`config.mk`:
```
export PLATFORM = sky130hd
export DESIGN_NAME = regbank_sb
export DESIGN_NICKNAME = d
export VERILOG_FILES = /design/src/rtl/regbank_sb.sv
export SDC_FILE = /design/constraint.sdc
export NUM_CORES = 1
export LEC_CHECK = 0
export ABC_CLOCK_PERIOD_IN_PS = 2450
export CELL_PAD_IN_SITES_DETAIL_PLACEMENT = 2
export CELL_PAD_IN_SITES_GLOBAL_PLACEMENT = 2
export CORE_MARGIN = 3
export CORE_UTILIZATION = 34
export DETAILED_ROUTE_END_ITERATION = 10
export PLACE_DENSITY = 0.76
export SETUP_SLACK_MARGIN = 0.2
export SLEW_MARGIN = 20
export SYNTH_ARGS = -nofsm -noshare
export SYNTH_HDL_FRONTEND = slang
export SYNTH_SLANG_ARGS = --single-unit
```
`constraint.sdc`:
```
create_clock -name clk -period 2.45 [get_ports clk]
set_input_delay 0.49 -clock clk [delete_from_list [all_inputs] [get_ports clk]]
set_output_delay 0.49 -clock clk [all_outputs]
set_load 0.01 [all_outputs]
```
`src/rtl/regbank_sb.sv`:
```
// regbank_sb: scoreboarded register bank with bypassed reads, reserve/complete tracking and status flags
module regbank_sb #(
    parameter int WIDTH   = 16,
    parameter int NREG    = 8,
    parameter int ASEL    = 3,
    parameter int ZERO_R0 = 0
) (
    input  logic             clk,
    input  logic             reset,
    input  logic [ASEL-1:0]  rsel_a,
    output logic [WIDTH-1:0] rdata_a,
    output logic             rbusy_a,
    input  logic [ASEL-1:0]  rsel_b,
    output logic [WIDTH-1:0] rdata_b,
    output logic             rbusy_b,
    input  logic             wen,
    input  logic [ASEL-1:0]  wsel,
    input  logic [WIDTH-1:0] wdata,
    input  logic             sflag,
    input  logic             c,
    input  logic             c2,
    input  logic             rsv_valid,
    input  logic [ASEL-1:0]  rsv_sel,
    output logic             rsv_ready,
    input  logic             cmp_valid,
    input  logic [ASEL-1:0]  cmp_sel,
    input  logic [WIDTH-1:0] cmp_data,
    output logic [NREG-1:0]  busy_vec,
    output logic [3:0]       status,
    output logic [1:0]       err
);
    logic [WIDTH-1:0] regs [NREG];
    logic             w_ok, rsv_ok, cmp_ok;
    logic             z_a, z_b, z_w, z_r;

    assign z_a = (ZERO_R0 != 0) && (rsel_a == '0);
    assign z_b = (ZERO_R0 != 0) && (rsel_b == '0);
    assign z_w = (ZERO_R0 != 0) && (wsel == '0);
    assign z_r = (ZERO_R0 != 0) && (rsv_sel == '0);

    // A write to a busy register is dropped; a completion only counts against a busy register
    assign w_ok      = wen & ~busy_vec[wsel] & ~z_w;
    assign rsv_ready = ~busy_vec[rsv_sel];
    assign rsv_ok    = rsv_valid & rsv_ready & ~z_r;
    assign cmp_ok    = cmp_valid & busy_vec[cmp_sel];

    assign rdata_a = z_a ? '0 :
                     (w_ok && wsel == rsel_a) ? wdata :
                     (cmp_ok && cmp_sel == rsel_a) ? cmp_data : regs[rsel_a];
    assign rdata_b = z_b ? '0 :
                     (w_ok && wsel == rsel_b) ? wdata :
                     (cmp_ok && cmp_sel == rsel_b) ? cmp_data : regs[rsel_b];
    assign rbusy_a = busy_vec[rsel_a] & ~(cmp_valid && cmp_sel == rsel_a);
    assign rbusy_b = busy_vec[rsel_b] & ~(cmp_valid && cmp_sel == rsel_b);

    always_ff @(posedge clk or negedge reset) begin
        if (!reset) begin
            for (int i = 0; i < NREG; i++) regs[i] <= '0;
            busy_vec <= '0;
            status   <= '0;
            err      <= '0;
        end else begin
            for (int i = 0; i < NREG; i++) begin
                if (cmp_ok && cmp_sel == ASEL'(i)) begin
                    regs[i]     <= cmp_data;
                    busy_vec[i] <= 1'b0;
                end else if (w_ok && wsel == ASEL'(i)) begin
                    regs[i] <= wdata;
                end
                if (rsv_ok && rsv_sel == ASEL'(i)) busy_vec[i] <= 1'b1;
            end
            if (w_ok && sflag) status <= {wdata[WIDTH-1], c ^ c2, wdata == '0, c};
            err <= {cmp_valid & ~busy_vec[cmp_sel], wen & busy_vec[wsel]};
        end
    end
endmodule

```
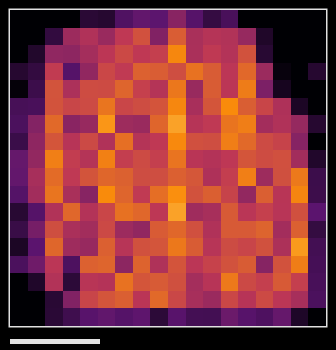
*Placement density heat map, run 1*
Scale bar: 50 µm. 18 x 18 tiles, from black (low) to pale yellow (high), 0 to 100% covered.
mean over tiles	42%
emptiest ninth of the die	top right
nearly empty tiles	9.3%
Core Area: 28200 µm²
fp_density: 34.9%
fin util: 48.0%

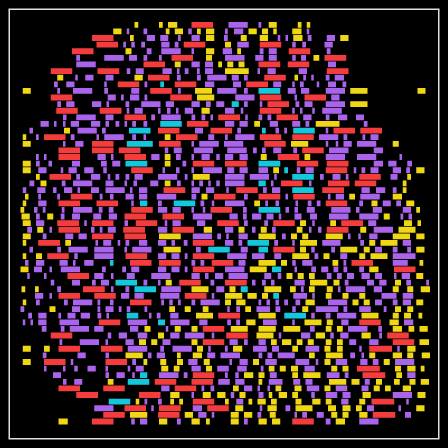
*Placement by cell class, run 1*
colour	class	cells
cyan	clock drivers and dummy loads	32
red	registers	142
yellow	remaining buffers and delay cells	295
purple	remaining logic cells	699
design area: 13500 µm²
fraction of area in registers: 26.3%
# rows: 61

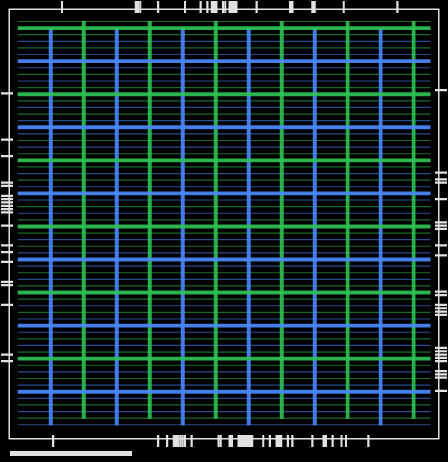
*PDN straps and rails, run 1*
Scale bar: 50 µm. Pins as bars on the die edge.
colour	net
blue	VSS
green	VDD
met5 straps	12
met4 straps	12
met1 rails	62
rows	61
signal pins	104
height of the die: 176 µm
DIE WIDTH: 176 µm

==> impl_metrics.toml, run 1 <==
# physical design summary
[hold_path]
holdCritPathClass = "in -> async"

[final_timing]
hold_ws_ns = 0.0274
fin_ws_ns = -0.462
setup_viol = 34

[yosys]
yosysCellCount = 945
synth.top_cell.area_share_pct = 36.1
adder_share_pct = 0
ys_sh_mux_pct = 36.1
ys_ff = 142
avgSynthCellArea_um2 = 10.4
syn_nets = 1000
synth_cell_types = 44
synthArstFlopShare_pct = 100
netlist_top_cells_area = "dfrtp_1 (36%), mux4_2 (16%), mux2i_1 (16%)"
ys_top_logic_family = "multiplexers"
ys.flop_type = "dfrtp_1"

[setup_path]
critPathTopFamily = "buffers and inverters"
max_stage_delay_ns = 0.40
cp_max_fo = 8

[global_route]
antenna_found_initial = 0

[power]
p_per_area_nw_per_um2 = 1030
power_mw = 14.0
peakVddDrop_v = 0.000417

[clock_network]
numCtsBuffers = 17
cts_root_buffer = "clkbuf_16"
clk_latency_ns = 0.44
cts_max_level = 4

[placement]
placed_cells = 1475
place.gp.congestion = 0.845

[layout]
nNetsFinal = 1210
buf_share_pct = 21.2
multiInputCombCellCount = 697

[outcome]
status = "finished with violations"
violations = "negative setup slack"

[routing]
drc_errors = 0
wl_met2_um = 25200

[job]
tool_warnings = 29
==> run 1 -> run 2 <==
- ABC_AREA: not set -> 0
- ABC_CLOCK_PERIOD_IN_PS: 2450 -> 2900
- CORE_UTILIZATION: 34 -> 35
- PLACE_DENSITY: 0.76 -> not set
- PLACE_DENSITY_LB_ADDON: not set -> 0.1
- clock period: 2.45 -> 2.9 ns (I/O delays scaled with it)
==> impl_metrics.toml, run 2 <==
# physical design summary
[outcome]
status = "finished with violations"
violations = "negative setup slack"

[routing]
wl_met1_um = 18700
wire_per_inst_um = 29.9
vias = 9171
routed.top_layer = "met5"
drc_errors = 0
first_iter_violations = 677
wl_met2_um = 23100

[clock_network]
post_cts_buffers = 23
clk_latency_ns = 0.44
cts_max_level = 4
ctsHoldBuffers = 0
cts_root_buffer = "clkbuf_16"
numCtsBuffers = 17

[global_route]
grt_max_degree = 58
track_usage_pct = 28.7
overflow = 0
grt_pass1_wl_um = 65100
antenna_found_initial = 1

[final_timing]
fin_ws_ns = -0.214
finalClockSkew_ns = 0.0183
rsz0062_at_grt = "yes"
finalCritPeriodShare_pct = 107
fmax_mhz = 321
maxSlewHeadroom_pct = 65.9
hold_ws_ns = 0.0697
worstMarginPinSlew_ns = 0.512
setup_viol = 23
final-hold-violation-count = 0

[floorplan]
row_count = 60
dieArea_um2 = 30100
die_w_um = 174
fp_util_pct = 36.1

[placement]
place_hpwl_um = 27300
dpl_worst_slack_ns = -0.948
placed_cells = 1455
postPlaceCellArea_um2 = 12200
place.gp.congestion = 0.817
port-buffer-count = 103

[power]
combPwrFrac_pct = 47.0
p_sw_share_pct = 37.5
peakVddDrop_v = 0.000327
power_mw = 11.4
p_per_area_nw_per_um2 = 852
p_leak_nw = 5.78

[yosys]
netlist_top_cells_area = "dfrtp_1 (36%), mux4_2 (16%), mux2i_1 (16%)"
synth_cell_types = 44
avgSynthCellArea_um2 = 10.4
ys_sh_mux_pct = 36.1
yosysCellCount = 945
ys.flop_type = "dfrtp_1"
adder_share_pct = 0
syn_nets = 1000
synth.top_cell.area_share_pct = 36.1
top_cell = "mux2i_1"
ys_area_um2 = 9840
synthArstFlopShare_pct = 100
ys_ff = 142
ys_top_logic_family = "multiplexers"
ys_warn_count = 0

[layout]
buf_share_pct = 20.9
lay_top_count = "mux2i_1"
largest_reg_flops = 128
finish.instance_area_um2 = 13400
fill_cells = 2764
multiInputCombCellCount = 697
area.growth.synth_to_final_pct = 36.0
nNetsFinal = 1198
drive_above_1_share_pct = 34.5
clk_share_pct = 4.16
seq_area_share_pct = 26.6
utilization_pct = 49.1

[setup_path]
r2r_end = "regs[65]$_DFFE_PN0P_"
critPathTopFamily = "multiplexers"
cp_max_fo = 4
cp_data_arrival_time_ns = 2.53
cp-startpoint = "busy_vec[2]$_DFFE_PN0P_"
crit_slowest_cell = "dfrtp_2"
max_stage_delay_ns = 0.45
endpoint_kind = "output pin"

[job]
tool_warnings = 29

[hold_path]
holdCritPathClass = "in -> async"
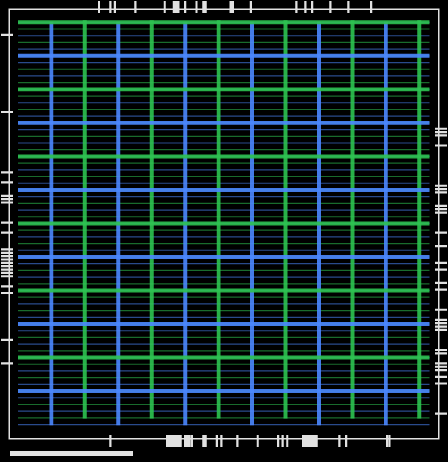
*PDN straps and rails, run 2*
Scale bar: 50 µm. Pins as bars on the die edge.
height of the die: 174 µm
Core Area: 27300 µm²

==> run 2 -> run 3 <==
- TNS_END_PERCENT: not set -> 5
==> impl_metrics.toml, run 3 <==
# physical design summary
[final_timing]
maxSlewHeadroom_pct = 64.2
worstMarginPinSlew_ns = 0.536
fin_ws_ns = -0.0208
setup_viol = 8
fmax_mhz = 342
finalClockSkew_ns = 0.0175
hold_ws_ns = 0.0639

[floorplan]
die_w_um = 174
die-height_um = 174
fp_util_pct = 36.1
row_count = 60
core-area_um2 = 27300

[layout]
multiInputCombCellCount = 697
largest_reg_flops = 128
fill_cells = 2794
area.growth.synth_to_final_pct = 34.0
seq_area_share_pct = 27.0
utilization_pct = 48.4

[yosys]
ys.flop_type = "dfrtp_1"
synthArstFlopShare_pct = 100
ys_top_logic_family = "multiplexers"
adder_share_pct = 0
netlist_top_cells_area = "dfrtp_1 (36%), mux4_2 (16%), mux2i_1 (16%)"
avgSynthCellArea_um2 = 10.4
yosysCellCount = 945
syn_nets = 1000
ys_area_um2 = 9840
synth.top_cell.area_share_pct = 36.1
ys_ff = 142

[routing]
drc_errors = 0
wl_met1_um = 18500
wire_per_inst_um = 28.6
routed.top_layer = "met4"
wl_met2_um = 22000
vias = 8980
met3_wirelength_um = 1880

[setup_path]
endpoint_kind = "output pin"
cp-startpoint = "busy_vec[7]$_DFFE_PN0P_"
max_stage_delay_ns = 0.42
cp_max_fo = 11
crit_slowest_cell = "dfrtp_1"
critPathTopFamily = "buffers and inverters"
r2r_end = "regs[72]$_DFFE_PN0P_"

[clock_network]
ctsHoldBuffers = 0
clk_latency_ns = 0.44
cts_max_level = 4
numCtsBuffers = 17
cts_root_buffer = "clkbuf_16"
post_cts_buffers = 19

[power]
p_sw_share_pct = 37.0
power_mw = 11.2
p_per_area_nw_per_um2 = 846
peakVddDrop_v = 0.000326
p_leak_nw = 5.72

[outcome]
status = "finished with violations"
violations = "negative setup slack"

[placement]
placed_cells = 1455
place_hpwl_um = 27300
dpl_worst_slack_ns = -0.948
place.gp.congestion = 0.817
postPlaceCellArea_um2 = 12200

[global_route]
antenna_found_initial = 0
overflow = 0
grt_max_degree = 58
track_usage_pct = 28.3

[hold_path]
holdCritPathClass = "in -> async"
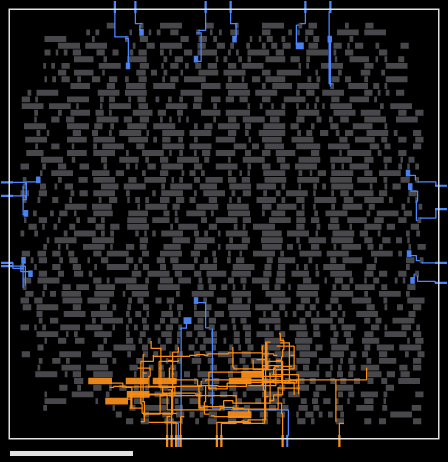
*Port wiring, run 3*
Scale bar: 50 µm.
colour	port	direction	end cells	buffers	wire
orange	busy_vec	output	8	19	1220 µm
blue	rdata_a	output	16	17	437 µm
Boundary Pins: 104
Port-buffer cells: 103

